[src/rtl/ntt_pkg.sv]
// Shared definitions for the NTT butterfly scheduler: transform-size
// constants, the scheduler state encoding and a reference address function.
package ntt_pkg;

   localparam int NTT_LOGN    = 8;
   localparam int NTT_N       = 1 << NTT_LOGN;
   localparam int NTT_MAX_OUT = 8;

   typedef enum logic [1:0] {
      IDLE  = 2'd0,
      ISSUE = 2'd1,
      DRAIN = 2'd2,
      DONE  = 2'd3
   } state_e;

   typedef struct packed {
      logic [31:0] x;
      logic [31:0] y;
      logic [31:0] tf;
   } bu_addr_t;

   // Butterfly b of stage s in an N = 2^logn point in-place Cooley-Tukey NTT.
   function automatic bu_addr_t bu_addr(input int unsigned logn,
                                        input int unsigned s,
                                        input int unsigned b);
      int unsigned len;
      int unsigned g;
      int unsigned off;
      bu_addr_t    r;
      len  = (32'd1 << logn) >> (s + 32'd1);
      g    = b >> (logn - 32'd1 - s);
      off  = b & (len - 32'd1);
      r.x  = g * 32'd2 * len + off;
      r.y  = r.x + len;
      r.tf = (32'd1 << s) + g;
      return r;
   endfunction

endpackage

[src/rtl/ntt_addr_gen.sv]
// Combinational (stage, butterfly index) -> X/Y/twiddle address generator.
// X is b with a zero bit inserted at position LOGN-1-s; Y sets that bit.
module ntt_addr_gen
   import ntt_pkg::*;
#(
   parameter int  LOGN = NTT_LOGN,
   localparam int SW   = (LOGN > 1) ? $clog2(LOGN) : 1
) (
   input  logic [SW-1:0]   s_i,
   input  logic [LOGN-2:0] b_i,
   output logic [LOGN-1:0] x_o,
   output logic [LOGN-1:0] y_o,
   output logic [LOGN-1:0] tf_o
);

   logic [SW-1:0]   k;
   logic [LOGN-1:0] b_ext;
   logic [LOGN-1:0] len;
   logic [LOGN-1:0] mask;
   logic [LOGN-1:0] g;

   // Split b into group (high bits) and offset (low bits) and rebuild addresses.
   always_comb begin
      k     = SW'(LOGN - 1) - s_i;
      b_ext = {1'b0, b_i};
      len   = LOGN'(1) << k;
      mask  = len - LOGN'(1);
      g     = b_ext >> k;
      x_o   = ((b_ext & ~mask) << 1) | (b_ext & mask);
      y_o   = x_o | len;
      tf_o  = (LOGN'(1) << s_i) | g;
   end

endmodule

[src/rtl/ntt_bu_sched.sv]
// Butterfly scheduler: walks all stages/butterflies of the NTT, issues one op
// per handshake, tracks ops in flight and drains the pipeline between stages.
//
//   state | meaning
//   IDLE  | waiting for start
//   ISSUE | offering butterflies of stage s, b advances on each fire
//   DRAIN | all ops of stage s issued, waiting for outstanding == 0
//   DONE  | one-cycle completion pulse
module ntt_bu_sched
   import ntt_pkg::*;
#(
   parameter int  LOGN    = NTT_LOGN,
   parameter int  MAX_OUT = NTT_MAX_OUT,
   localparam int SW      = (LOGN > 1) ? $clog2(LOGN) : 1,
   localparam int OW      = $clog2(MAX_OUT + 1)
) (
   input  logic            clk,
   input  logic            rst,
   input  logic            start_i,
   output logic            busy_o,
   output logic            done_o,
   output logic            op_valid_o,
   input  logic            op_ready_i,
   output logic [LOGN-1:0] op_x_addr_o,
   output logic [LOGN-1:0] op_y_addr_o,
   output logic [LOGN-1:0] op_tf_addr_o,
   output logic [SW-1:0]   stage_o,
   input  logic            wb_valid_i,
   output logic            err_o
);

   state_e          state_q, state_d;
   logic [SW-1:0]   s_q, s_d;
   logic [LOGN-2:0] b_q, b_d;
   logic [OW-1:0]   out_q, out_d;
   logic            err_q, err_d;
   logic            fire;
   logic            wb_ok;
   logic            issuing;
   logic [LOGN-1:0] x, y, tf;

   ntt_addr_gen #(.LOGN(LOGN)) u_addr (
      .s_i  (s_q),
      .b_i  (b_q),
      .x_o  (x),
      .y_o  (y),
      .tf_o (tf)
   );

   assign issuing      = (state_q == ISSUE);
   assign op_valid_o   = issuing && (out_q < OW'(MAX_OUT));
   assign fire         = op_valid_o && op_ready_i;
   // A writeback with nothing in flight is an engine fault, not a decrement.
   assign wb_ok        = wb_valid_i && (out_q != '0);
   assign busy_o       = issuing || (state_q == DRAIN);
   assign done_o       = (state_q == DONE);
   assign stage_o      = s_q;
   assign err_o        = err_q;
   assign op_x_addr_o  = issuing ? x  : '0;
   assign op_y_addr_o  = issuing ? y  : '0;
   assign op_tf_addr_o = issuing ? tf : '0;

   // Ops in flight: up on fire, down on a legal writeback.
   always_comb begin
      out_d = out_q;
      if (fire && !wb_ok) begin
         out_d = out_q + 1'b1;
      end else if (!fire && wb_ok) begin
         out_d = out_q - 1'b1;
      end
   end

   // Next-state logic for the FSM, stage/butterfly counters and sticky error.
   always_comb begin
      state_d = state_q;
      s_d     = s_q;
      b_d     = b_q;
      err_d   = err_q;
      case (state_q)
         IDLE: begin
            if (start_i) begin
               state_d = ISSUE;
               s_d     = '0;
               b_d     = '0;
               err_d   = 1'b0;
            end
         end
         ISSUE: begin
            if (fire) begin
               if (b_q == '1) begin
                  state_d = DRAIN;
               end else begin
                  b_d = b_q + 1'b1;
               end
            end
         end
         DRAIN: begin
            if (out_q == '0) begin
               if (s_q == SW'(LOGN - 1)) begin
                  state_d = DONE;
               end else begin
                  state_d = ISSUE;
                  s_d     = s_q + 1'b1;
                  b_d     = '0;
               end
            end
         end
         DONE: begin
            state_d = IDLE;
         end
         default: begin
            state_d = IDLE;
         end
      endcase
      if (wb_valid_i && (out_q == '0)) begin
         err_d = 1'b1;
      end
   end

   // State registers with asynchronous active-high reset.
   always_ff @(posedge clk or posedge rst) begin
      if (rst) begin
         state_q <= IDLE;
         s_q     <= '0;
         b_q     <= '0;
         out_q   <= '0;
         err_q   <= 1'b0;
      end else begin
         state_q <= state_d;
         s_q     <= s_d;
         b_q     <= b_d;
         out_q   <= out_d;
         err_q   <= err_d;
      end
   end

endmodule
[config.mk]
export PLATFORM = sky130hd
export DESIGN_NAME = ntt_bu_sched
export DESIGN_NICKNAME = d
export VERILOG_FILES = /design/src/rtl/ntt_pkg.sv /design/src/rtl/ntt_addr_gen.sv /design/src/rtl/ntt_bu_sched.sv
export SDC_FILE = /design/constraint.sdc
export NUM_CORES = 1
export LEC_CHECK = 0
export ABC_AREA = 1
export CAP_MARGIN = 20
export CORE_MARGIN = 10
export CORE_UTILIZATION = 35
export DETAILED_ROUTE_END_ITERATION = 6
export SYNTH_ARGS = -nofsm -noshare
export SYNTH_HDL_FRONTEND = slang
export SYNTH_SLANG_ARGS = --single-unit
[constraint.sdc]
create_clock -name clk -period 6.04 [get_ports clk]
set_clock_uncertainty 0.15 [all_clocks]
set_input_delay 1.208 -clock clk [delete_from_list [all_inputs] [get_ports clk]]
set_output_delay 1.208 -clock clk [all_outputs]
set_load 0.05 [all_outputs]
### I/O nets highlighted

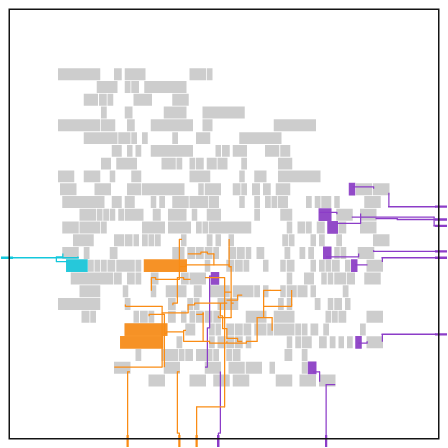
purple -> `op_y_addr_o`  # bits 8, direction output, edge 6 right, 2 bottom, end cells 8, buffers 8, wire 163 µm
orange -> `stage_o`  # bits 3, direction output, edge bottom, end cells 3, buffers 3, wire 284 µm
cyan -> `busy_o`  # bits 1, direction output, edge left, end cells 1, buffers 1, wire 19.6 µm

### Clock network drawn from the DEF

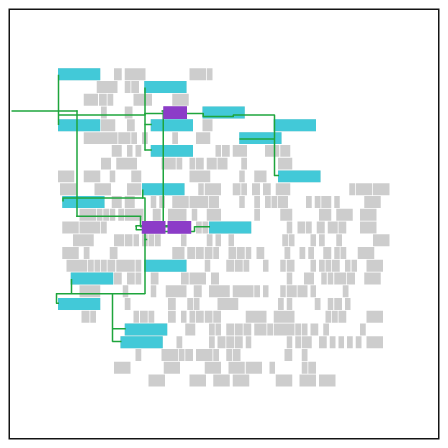
cyan -> flip-flops  # count 17
green -> clock wires  # length 287 µm
purple -> clock-net drivers  # count 3
routed clock nets = 4

### Pin map

Pins as bars across the die edge, other pins in gray.
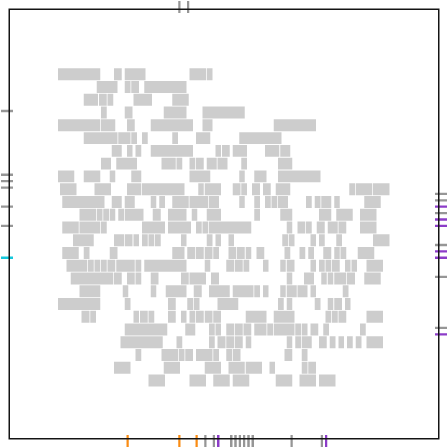
orange -> `stage_o`  # pins 3, direction output, edge bottom
purple -> `op_y_addr_o`  # pins 8, direction output, edge 6 right, 2 bottom
cyan -> `busy_o`  # pins 1, direction output, edge left
all pins by edge = 15 bottom, 12 right, 7 left, 2 top

### Placement view

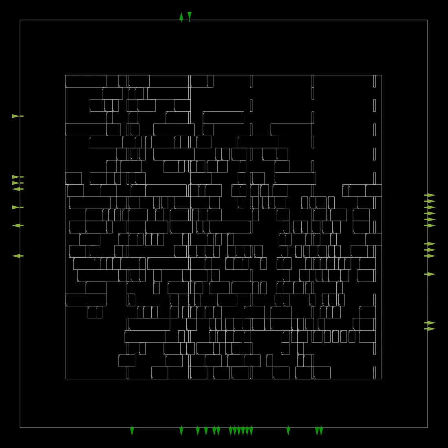
post-layout util: 0.454
sequential portion of the cell area: 0.194
Layout fillers: 538

==> run_results.csv <==
group,metric,value,unit
outcome,status,"complete, no violations",
global_routing,overflow,0,
placement,gp_congestion,0.864,
layout,largest_reg_flops,7,
global_routing,grt_pass1_vias,1691,
hold_path,holdPathEnd,"err_o",
layout,logic_gates,203,
logic_synthesis,yosysUniqueCellTypes,36,
critical_path,crit_start,"stage_o[0]",
global_routing,met1_usage,0.133,
layout,comb_share,0.526,
layout,layout-drive-gt1-share,0.127,
critical_path,r2r_end,"out_q[3]",
hold_path,hold_depth,1,
die,ios,36,
sta,fmax,226,MHz
logic_synthesis,aoi_share,0.163,
layout,largest_class,"multi-input combinational cells",
logic_synthesis,ys_area,0.00178,mm²
logic_synthesis,xor_area_frac,0.00987,
critical_path,cpPeakStageDelay,0.83,ns
sta,whs,0.352,ns
power,leakage,0.000990,µW
route,wl_met1,2040,µm
layout,buffers,36,
critical_path,worstSetupPathType,"flop to primary output",
logic_synthesis,netlist_top_cells_area,"dfrtp_1 24%, nand2_1 14%, ha_1 11%, nand3_1 5.6%, inv_1 5.5%",
die,core_area,0.00482,mm²
power,swShare,0.562,
sta,worst_slew_pin_slew,0.707,ns
route,viasPerCell,4.84,
power,power_frac_clock,0.091,
route,highest-signal-layer,"met4",
power,p_per_area,434,mW/mm²
logic_synthesis,yosys.area.top_type_share,0.240,
layout,antennaDiodeCount,0,
route,dr.pass1.iters,4,
critical_path,cp_common_cell,"nand2_1",
die,die_x,91.2,µm
logic_synthesis,syn_area_per_cell,6.78,µm²
logic_synthesis,top_cells_by_count,"68 x nand2_1, 26 x inv_1, 21 x nor2_1",
die,fp_util,0.369,
clocking,insertion_delay,0.25,ns
global_routing,grt_max_degree,18,
logic_synthesis,fp_nets,283,
logic_synthesis,synth_seq_share,0.240,
logic_synthesis,ys_warn_count,0,
critical_path,rr_startpoint,"state_q[1]",
route,wl_met2,2110,µm
placement,place_area,0.00214,mm²
critical_path,worstRegToRegCells,13,
logic_synthesis,synth_top_cell_by_count,"nand2_1",
layout,regMostFlops,"b_q",
logic_synthesis,synthArstFlopShare,1.00,
run,max_cap_viol_count,0,
die,die_height,91.2,µm
global_routing,grt_util_all_layers,0.110,
clocking,cts_tree,"built",
route,routed_wire_length_per_instance,12.5,µm
route,route.detailed.drc,0,
global_routing,grtUsageMet2,0.187,
sta,layout_setup_ws,1.62,ns
clocking,htreeDepth,1,
sta,setup_viol,0,
sta,period_minus_slack,4.42,ns
layout,num-nonclk-inverters,32,
layout,lay_top_cells,"68 x nand2_1, 35 x clkdlybuf4s50_1, 26 x inv_1, 21 x nor2_1, 20 x nand3_1",
logic_synthesis,flop_cell,"dfrtp_1",
critical_path,crit_fanout,16,
power,comb-power,659,µW
layout,mostFrequentLayoutCell,"nand2_1",
logic_synthesis,postSynthCellCount,262,
placement,dp_slack,1.92,ns
critical_path,worstPathArrival,3.06,ns
layout,seqCellArea,425,µm²
die,die-area,0.00832,mm²
clocking,cts.clk_slew.worst_paths,0.07,ns
critical_path,crit_cells,11,
sta,period_used_share,0.732,
die,rows,25,
clocking,clock-root-buffer,"clkbuf_8",
critical_path,worst_path_max_delay_cell,"clkdlybuf4s50_1",
logic_synthesis,synth_area_leader_cell,"dfrtp_1",
power,sequentialPower,204,µW
critical_path,crit_path_start_kind,"flop",
No activity file was given, so power comes from the tool's default toggle rates.
